==> src/rtl/inagu_seq_if.sv <==
// Job-control and generator side-signal bundle between the job issuer,
// the input/weight address generator and the inagu_seq sequencer.
interface inagu_seq_if #(
  parameter int BCNT   = 16,
  parameter int NJUMPS = 5
);
  // Job issue and generator side signals (into the sequencer)
  logic              start;
  logic [BCNT-1:0]   countdown;
  logic              stall;
  logic [NJUMPS-1:0] acc_sel;
  logic              imsb_in;
  logic              wmsb_in;
  logic              sh_in;
  logic [NJUMPS-1:0] on_j_in;

  // Generator control and read-aligned side signals (out of the sequencer)
  logic              agu_clr;
  logic              agu_en;
  logic              busy;
  logic              done;
  logic              rd_valid;
  logic              imsb_d;
  logic              wmsb_d;
  logic              sh_d;
  logic              acc_end_d;
  logic              last_d;

  modport master (
    output start, countdown, stall, acc_sel, imsb_in, wmsb_in, sh_in, on_j_in,
    input  agu_clr, agu_en, busy, done, rd_valid, imsb_d, wmsb_d, sh_d,
           acc_end_d, last_d
  );

  modport slave (
    input  start, countdown, stall, acc_sel, imsb_in, wmsb_in, sh_in, on_j_in,
    output agu_clr, agu_en, busy, done, rd_valid, imsb_d, wmsb_d, sh_d,
           acc_end_d, last_d
  );
endinterface

==> src/rtl/inagu_seq.sv <==
// Job sequencer and control-delay stage in front of the input/weight address
// generator. Clears the generator, enables it for `countdown` un-stalled
// cycles, and delays the generator's side signals by the memory read latency
// so they line up with read data at the shift-accumulator.
module inagu_seq #(
  parameter int BCNT   = 16,
  parameter int MEMLAT = 2,   // memory read latency, 1..8
  parameter int NJUMPS = 5
) (
  input  logic        clk,
  input  logic        clr,
  inagu_seq_if.slave  bus
);

  typedef enum logic [1:0] {IDLE, CLEAR, RUN, DRAIN} state_t;

  // One entry of the read-latency delay line; all fields are zero when v=0
  typedef struct packed {
    logic v;
    logic imsb;
    logic wmsb;
    logic sh;
    logic acc;
    logic last;
  } rd_tag_t;

  localparam logic [3:0] DRAIN_INIT = 4'(MEMLAT - 1);

  state_t          state_q;
  logic [BCNT-1:0] cnt_q;
  logic [3:0]      dcnt_q;
  logic            done_q;
  rd_tag_t         pipe_q [MEMLAT];

  logic            en;
  logic            final_elem;
  rd_tag_t         entry;

  // Stall only matters in RUN; a reset cycle never steps the generator
  assign en         = (state_q == RUN) && !bus.stall && !clr;
  assign final_elem = en && (cnt_q == BCNT'(1));

  // Build the delay-line entry for this cycle's generator step
  always_comb begin
    // NOTE: every field gets a default before the conditional terms so no
    // latch can be inferred if a term is later made conditional.
    entry      = '0;
    entry.v    = en;
    entry.imsb = en && bus.imsb_in;
    entry.wmsb = en && bus.wmsb_in;
    entry.sh   = en && bus.sh_in;
    // The final element always closes the running accumulation
    entry.acc  = en && ((|(bus.acc_sel & bus.on_j_in)) || final_elem);
    entry.last = final_elem;
  end

  // Job FSM: counts enabled cycles, then waits for the read pipeline to drain
  always_ff @(posedge clk) begin
    // NOTE: sequential state uses non-blocking assignments so every register
    // samples the pre-edge values regardless of statement order.
    if (clr) begin
      state_q <= IDLE;
      cnt_q   <= '0;
      dcnt_q  <= '0;
      done_q  <= 1'b0;
    end else begin
      done_q <= 1'b0;
      unique case (state_q)
        IDLE: begin
          if (bus.start) begin
            if (bus.countdown != '0) begin
              cnt_q   <= bus.countdown;
              state_q <= CLEAR;
            end else begin
              // Empty job: acknowledge immediately without touching the AGU
              done_q <= 1'b1;
            end
          end
        end
        CLEAR: state_q <= RUN;
        RUN: begin
          if (en) begin
            cnt_q <= cnt_q - 1'b1;
            if (cnt_q == BCNT'(1)) begin
              state_q <= DRAIN;
              dcnt_q  <= DRAIN_INIT;
              // With a one-deep pipe the final read lands in the first DRAIN cycle
              if (DRAIN_INIT == 4'd0) done_q <= 1'b1;
            end
          end
        end
        DRAIN: begin
          if (dcnt_q == 4'd0) begin
            state_q <= IDLE;
          end else begin
            dcnt_q <= dcnt_q - 4'd1;
            // done is registered, so raise it one cycle ahead of the last read
            if (dcnt_q == 4'd1) done_q <= 1'b1;
          end
        end
        default: state_q <= IDLE;
      endcase
    end
  end

  // Read-latency delay line; advances every cycle, independent of stall
  always_ff @(posedge clk) begin
    if (clr) begin
      // NOTE: this small delay line is reset on purpose so an aborted job
      // leaves no stale rd_valid behind; large data memories would not be.
      for (int i = 0; i < MEMLAT; i++) pipe_q[i] <= '0;
    end else begin
      pipe_q[0] <= entry;
      for (int i = 1; i < MEMLAT; i++) pipe_q[i] <= pipe_q[i-1];
    end
  end

  assign bus.agu_clr   = clr || (state_q == CLEAR);
  assign bus.agu_en    = en;
  assign bus.busy      = (state_q != IDLE);
  assign bus.done      = done_q;
  assign bus.rd_valid  = pipe_q[MEMLAT-1].v;
  assign bus.imsb_d    = pipe_q[MEMLAT-1].imsb;
  assign bus.wmsb_d    = pipe_q[MEMLAT-1].wmsb;
  assign bus.sh_d      = pipe_q[MEMLAT-1].sh;
  assign bus.acc_end_d = pipe_q[MEMLAT-1].acc;
  assign bus.last_d    = pipe_q[MEMLAT-1].last;

endmodule
==> src/flat_wrapper.sv <==
// flat-port wrapper written by rule: the top's interface ports become plain ports
module inagu_seq_flat 
#(
  parameter int BCNT   = 16,
  parameter int MEMLAT = 2,                               
  parameter int NJUMPS = 5
)
  (clk, clr, bus_start, bus_countdown, bus_stall, bus_acc_sel, bus_imsb_in, bus_wmsb_in, bus_sh_in, bus_on_j_in, bus_agu_clr, bus_agu_en, bus_busy, bus_done, bus_rd_valid, bus_imsb_d, bus_wmsb_d, bus_sh_d, bus_acc_end_d, bus_last_d);
  inagu_seq_if #(.BCNT(BCNT), .NJUMPS(NJUMPS)) bus_i ();
  input  logic clk;
  input  logic clr;
  input wire logic [$bits(bus_i.start)-1:0] bus_start;
  input wire logic [$bits(bus_i.countdown)-1:0] bus_countdown;
  input wire logic [$bits(bus_i.stall)-1:0] bus_stall;
  input wire logic [$bits(bus_i.acc_sel)-1:0] bus_acc_sel;
  input wire logic [$bits(bus_i.imsb_in)-1:0] bus_imsb_in;
  input wire logic [$bits(bus_i.wmsb_in)-1:0] bus_wmsb_in;
  input wire logic [$bits(bus_i.sh_in)-1:0] bus_sh_in;
  input wire logic [$bits(bus_i.on_j_in)-1:0] bus_on_j_in;
  output wire logic [$bits(bus_i.agu_clr)-1:0] bus_agu_clr;
  output wire logic [$bits(bus_i.agu_en)-1:0] bus_agu_en;
  output wire logic [$bits(bus_i.busy)-1:0] bus_busy;
  output wire logic [$bits(bus_i.done)-1:0] bus_done;
  output wire logic [$bits(bus_i.rd_valid)-1:0] bus_rd_valid;
  output wire logic [$bits(bus_i.imsb_d)-1:0] bus_imsb_d;
  output wire logic [$bits(bus_i.wmsb_d)-1:0] bus_wmsb_d;
  output wire logic [$bits(bus_i.sh_d)-1:0] bus_sh_d;
  output wire logic [$bits(bus_i.acc_end_d)-1:0] bus_acc_end_d;
  output wire logic [$bits(bus_i.last_d)-1:0] bus_last_d;
  assign bus_i.start = bus_start;
  assign bus_i.countdown = bus_countdown;
  assign bus_i.stall = bus_stall;
  assign bus_i.acc_sel = bus_acc_sel;
  assign bus_i.imsb_in = bus_imsb_in;
  assign bus_i.wmsb_in = bus_wmsb_in;
  assign bus_i.sh_in = bus_sh_in;
  assign bus_i.on_j_in = bus_on_j_in;
  assign bus_agu_clr = bus_i.agu_clr;
  assign bus_agu_en = bus_i.agu_en;
  assign bus_busy = bus_i.busy;
  assign bus_done = bus_i.done;
  assign bus_rd_valid = bus_i.rd_valid;
  assign bus_imsb_d = bus_i.imsb_d;
  assign bus_wmsb_d = bus_i.wmsb_d;
  assign bus_sh_d = bus_i.sh_d;
  assign bus_acc_end_d = bus_i.acc_end_d;
  assign bus_last_d = bus_i.last_d;
  inagu_seq #(.BCNT(BCNT), .MEMLAT(MEMLAT), .NJUMPS(NJUMPS)) u_core (.clk(clk), .clr(clr), .bus(bus_i));
endmodule
==> config.mk <==
export PLATFORM = sky130hd
export DESIGN_NAME = inagu_seq_flat
export DESIGN_NICKNAME = d
export VERILOG_FILES = /design/src/rtl/inagu_seq_if.sv /design/src/rtl/inagu_seq.sv /design/src/flat_wrapper.sv
export SDC_FILE = /design/constraint.sdc
export NUM_CORES = 1
export LEC_CHECK = 0
export CAP_MARGIN = 20
export CORE_UTILIZATION = 50
export DETAILED_ROUTE_END_ITERATION = 6
export PLACE_DENSITY = 0.84
export SYNTH_ARGS = -nofsm -noshare
export SYNTH_HDL_FRONTEND = slang
export SYNTH_SLANG_ARGS = --single-unit
==> constraint.sdc <==
create_clock -name clk -period 2.8 [get_ports clk]
set_input_delay 0.42 -clock clk [delete_from_list [all_inputs] [get_ports clk]]
set_output_delay 0.42 -clock clk [all_outputs]
set_load 0.02 [all_outputs]
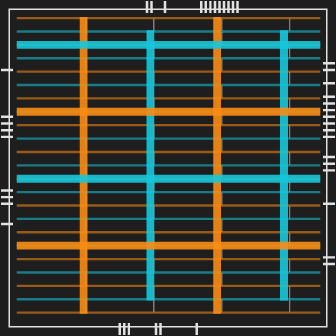
Figure 1: supply network.
Pins as bars on the die edge. Tap cells in grey.
| net | colour |
|---|---|
| VDD | cyan |
| VSS | orange |
rows: 22
signal pins: 43
Core ar.: 3690 um^2
VDD IR max: 0.705 mV
die y size: 64.2 um
Die W: 64.2 um

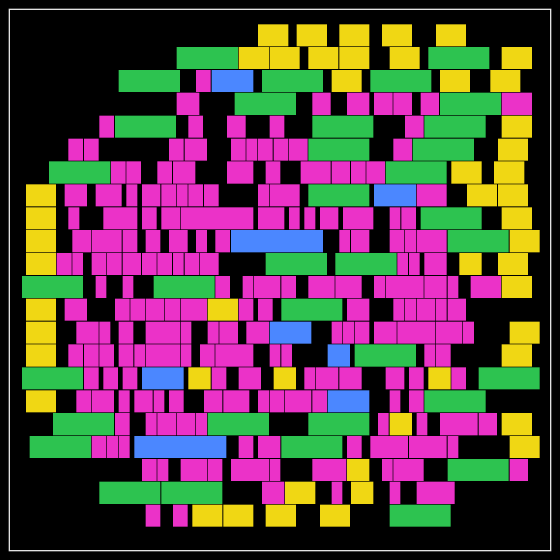
Figure 2: placement by cell class.
| class | colour | cells |
|---|---|---|
| remaining buffers and delay cells | yellow | 49 |
| clock drivers and dummy loads | blue | 8 |
| remaining logic cells | magenta | 195 |
| registers | green | 35 |
final instance area: 2550 um^2
FP Rows: 22
Seq/total area: 27.4%

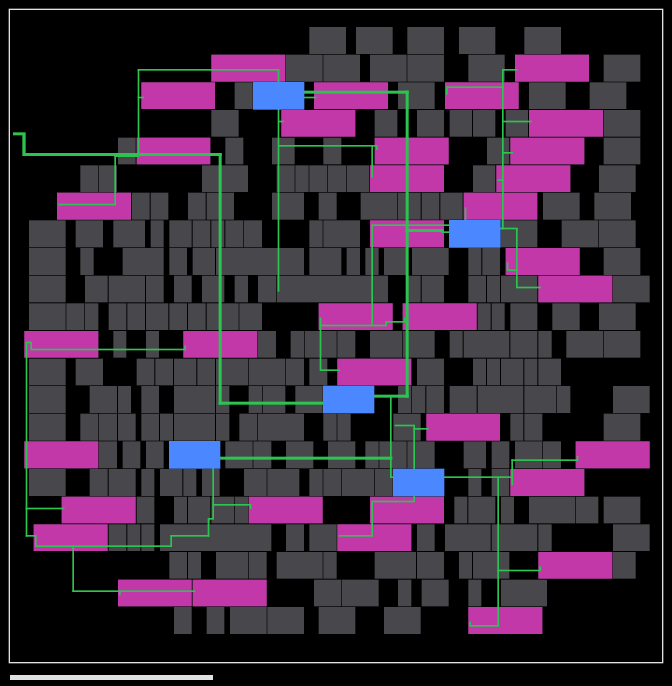
Figure 3: clock network drawn from the DEF.
Bar = 20 um.
[flip-flops] magenta | count: 35
[clock wires] green | length: 448 um
[clock-net drivers] blue | count: 5
flops lie: all over the die
clock share of power: 21.0%
power in the clock group: 0.546 mW
clk ins delay skew pair: 0.29 ns
Setup Skew: 0.00494 ns

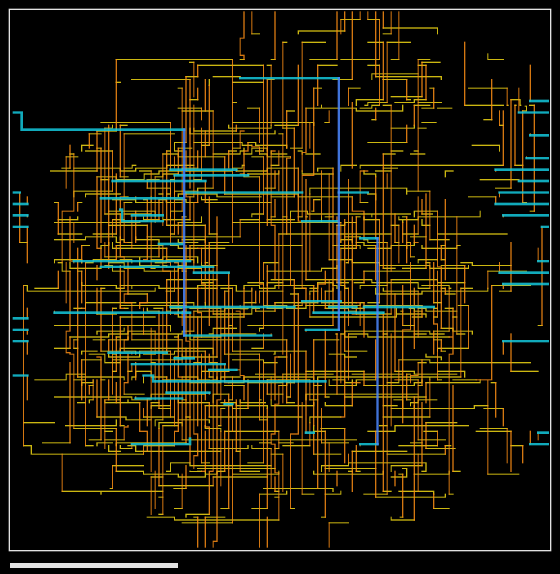
Figure 4: routed metal, one colour a layer.
Bar = 20 um.
| layer | colour | wire length |
|---|---|---|
| M2 | orange | 2460 um |
| M3 | cyan | 347 um |
| M1 | yellow | 2100 um |
| M4 | blue | 78.9 um |
DR WL/cell: 14.9 um
via count: 1967

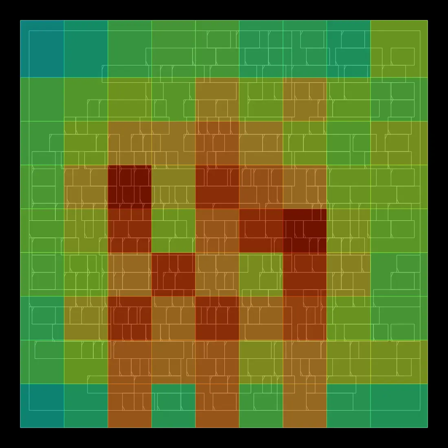
Figure 5: routing congestion map.
GRT Max-Usage Layer: met2
routing usage on met3: 6.25%
M1 GR Usage: 30.2%
met2 Usage GRT: 44.8%

## power groups by stage
stage               combinational, mW  sequential, mW  clock [mW]
floorplan                       0.952           0.708           0
global placement                 1.26           0.735           0
detailed placement               1.28           0.741           0
CTS                              1.30           0.731       0.556
global route                     1.44           0.750       0.582
finish                           1.32           0.733       0.546
## Yosys cell counts (all sizes together), types with 7 or more instances
cell type  count  share of area, %
nor2b         10               3.2
o21ai         17               4.4
nor3          11               3.1
clkbuf         9               1.7
dfxtp         35                36
a21oi         25               6.5
ha             8               5.2
inv           12               2.3
nor2          22               4.3
nand3         13               3.6
a211oi         7               2.7
nand2         17               3.3
## stage by stage
step                      util [%]  power [mW]
after floorplan                  -        1.66
after global placement        65.5        1.99
after CTS                     69.2        2.59
final                         69.2        2.60
after global routing          69.2        2.77
after detailed placement      65.5        2.02
## worst max path at each step
| stage | to | startpoint | depth (start not counted) | slack (ns) |
|---|---|---|---|---|
| after floorplan | u_core.dcnt_q[2] | u_core.state_q[0] | 8 | 0.70 |
| after global placement | bus_agu_clr | clr | 3 | 0.55 |
| after detailed placement | u_core.cnt_q[1] | clr | 7 | 0.49 |
| after CTS | bus_agu_en | u_core.state_q[0] | 6 | 0.23 |
| after global routing | bus_agu_en | u_core.state_q[0] | 6 | 0.09 |
| final | bus_agu_en | u_core.state_q[0] | 6 | 0.24 |
## layer usage
layer / vias up / global-route usage [%] / share of wire, %
li1: 959 / - / -
met1: 909 / 30.2 / 42
met2: 92 / 44.8 / 49
met3: 7 / 6.25 / 6.9
met4: 0 / 10.8 / 1.6
met5: - / 0 / 0
## final cells by class
| type | instances | area, um^2 | share of cell area [%] |
|---|---|---|---|
| Sequential cell | 35 | 701 | 27.4 |
| Clock inverter | 3 | 67.6 | 2.65 |
| Timing Repair Buffer | 49 | 473 | 18.5 |
| Multi-Input combinational cell | 183 | 1140 | 44.6 |
| Inverter | 12 | 45.0 | 1.76 |
| Tap cell | 48 | 60.1 | 2.35 |
| Clock buffer | 5 | 68.8 | 2.69 |
## sequential cells by signal, indices dropped and copies added (netlist names)
name	count
u_core.pipe_q	12
u_core.dcnt_q	4
u_core.cnt_q	16
u_core.bus.done	1
u_core.state_q	2
## logic make-up (layout without fill, tap and decap cells)
| group | Yosys count | after routing | share of synthesized area (%) |
|---|---|---|---|
| and+or+nand+nor | 99 | 99 | 27.6 |
| AOI/OAI and AO/OA | 69 | 69 | 22.3 |
| DFF | 35 | 35 | 36.2 |
| buffers and inverters | 25 | 69 | 4.92 |
| adders and majority gates | 8 | 8 | 5.17 |
| muxes | 7 | 7 | 3.82 |
==> impl_metrics.env <==
# source this file to load flow results
export IMPL_status="finished clean"
export IMPL_numPortBuffers=42
export IMPL_final_common_cell="clkdlybuf4s50_1"
export IMPL_clk_pin_slew_ns=0.07
export IMPL_fillers=307
export IMPL_place_area_um2=2420
export IMPL_synthArstFlopShare_pct=0
export IMPL_synth_seq_share_pct=36.2
export IMPL_placedCellCount=327
export IMPL_flop_cell="dfxtp_1"
export IMPL_fin_nets=327
export IMPL_diodes=0
export IMPL_avgSynthCellArea_um2=7.96
export IMPL_dpl_worst_slack_ns=0.491
export IMPL_drt_total_wl_um=4990
export IMPL_setup_ws_ns=0.236
export IMPL_tool_warnings=31
export IMPL_grt_total_usage_pct=25.8
export IMPL_drv_slew=0
export IMPL_post_drt_via_cell_ratio=5.87
export IMPL_edf_count=0
export IMPL_drc=0
export IMPL_syn_to_final_growth_pct=32.0
export IMPL_path_buffers=4
export IMPL_cts_root_buffer="clkbuf_8"
export IMPL_ys_warn_count=0
export IMPL_drt_initial_drc_count=114
export IMPL_cts_htree_levels=2
export IMPL_crit_chain="inv_1 -> ha_1 -> buf_4 -> inv_2 -> nor3_2 -> clkdlybuf4s50_1"
export IMPL_relSlewSlack_pct=61.0
export IMPL_period_minus_slack_ns=2.56
export IMPL_yosysUniqueCellTypes=47
export IMPL_required_ns=2.38
export IMPL_grt_max_degree=24
export IMPL_drive_gt1_share_pct=8.36
export IMPL_grt_pass1_wl_um=8120
export IMPL_max_freq_mhz=390
export IMPL_critPathKind="register to output port"
export IMPL_syn_inst=243
export IMPL_p_comb_share_pct=50.8
export IMPL_rsz0062_at_grt="false"
export IMPL_leakagePower_nw=0.971
export IMPL_hold_viol_final=0
export IMPL_cp_max_fo=16
export IMPL_post_cts_setup_buffer_count=0
export IMPL_netSwitchingPower_mw=1.10
export IMPL_cts_buffer_depth=2
export IMPL_cts_hold_buf=0
export IMPL_worst_hold_slack_ns=0.439
export IMPL_worstMarginPinSlew_ns=0.584
Power is estimated from default activity; no workload was simulated.
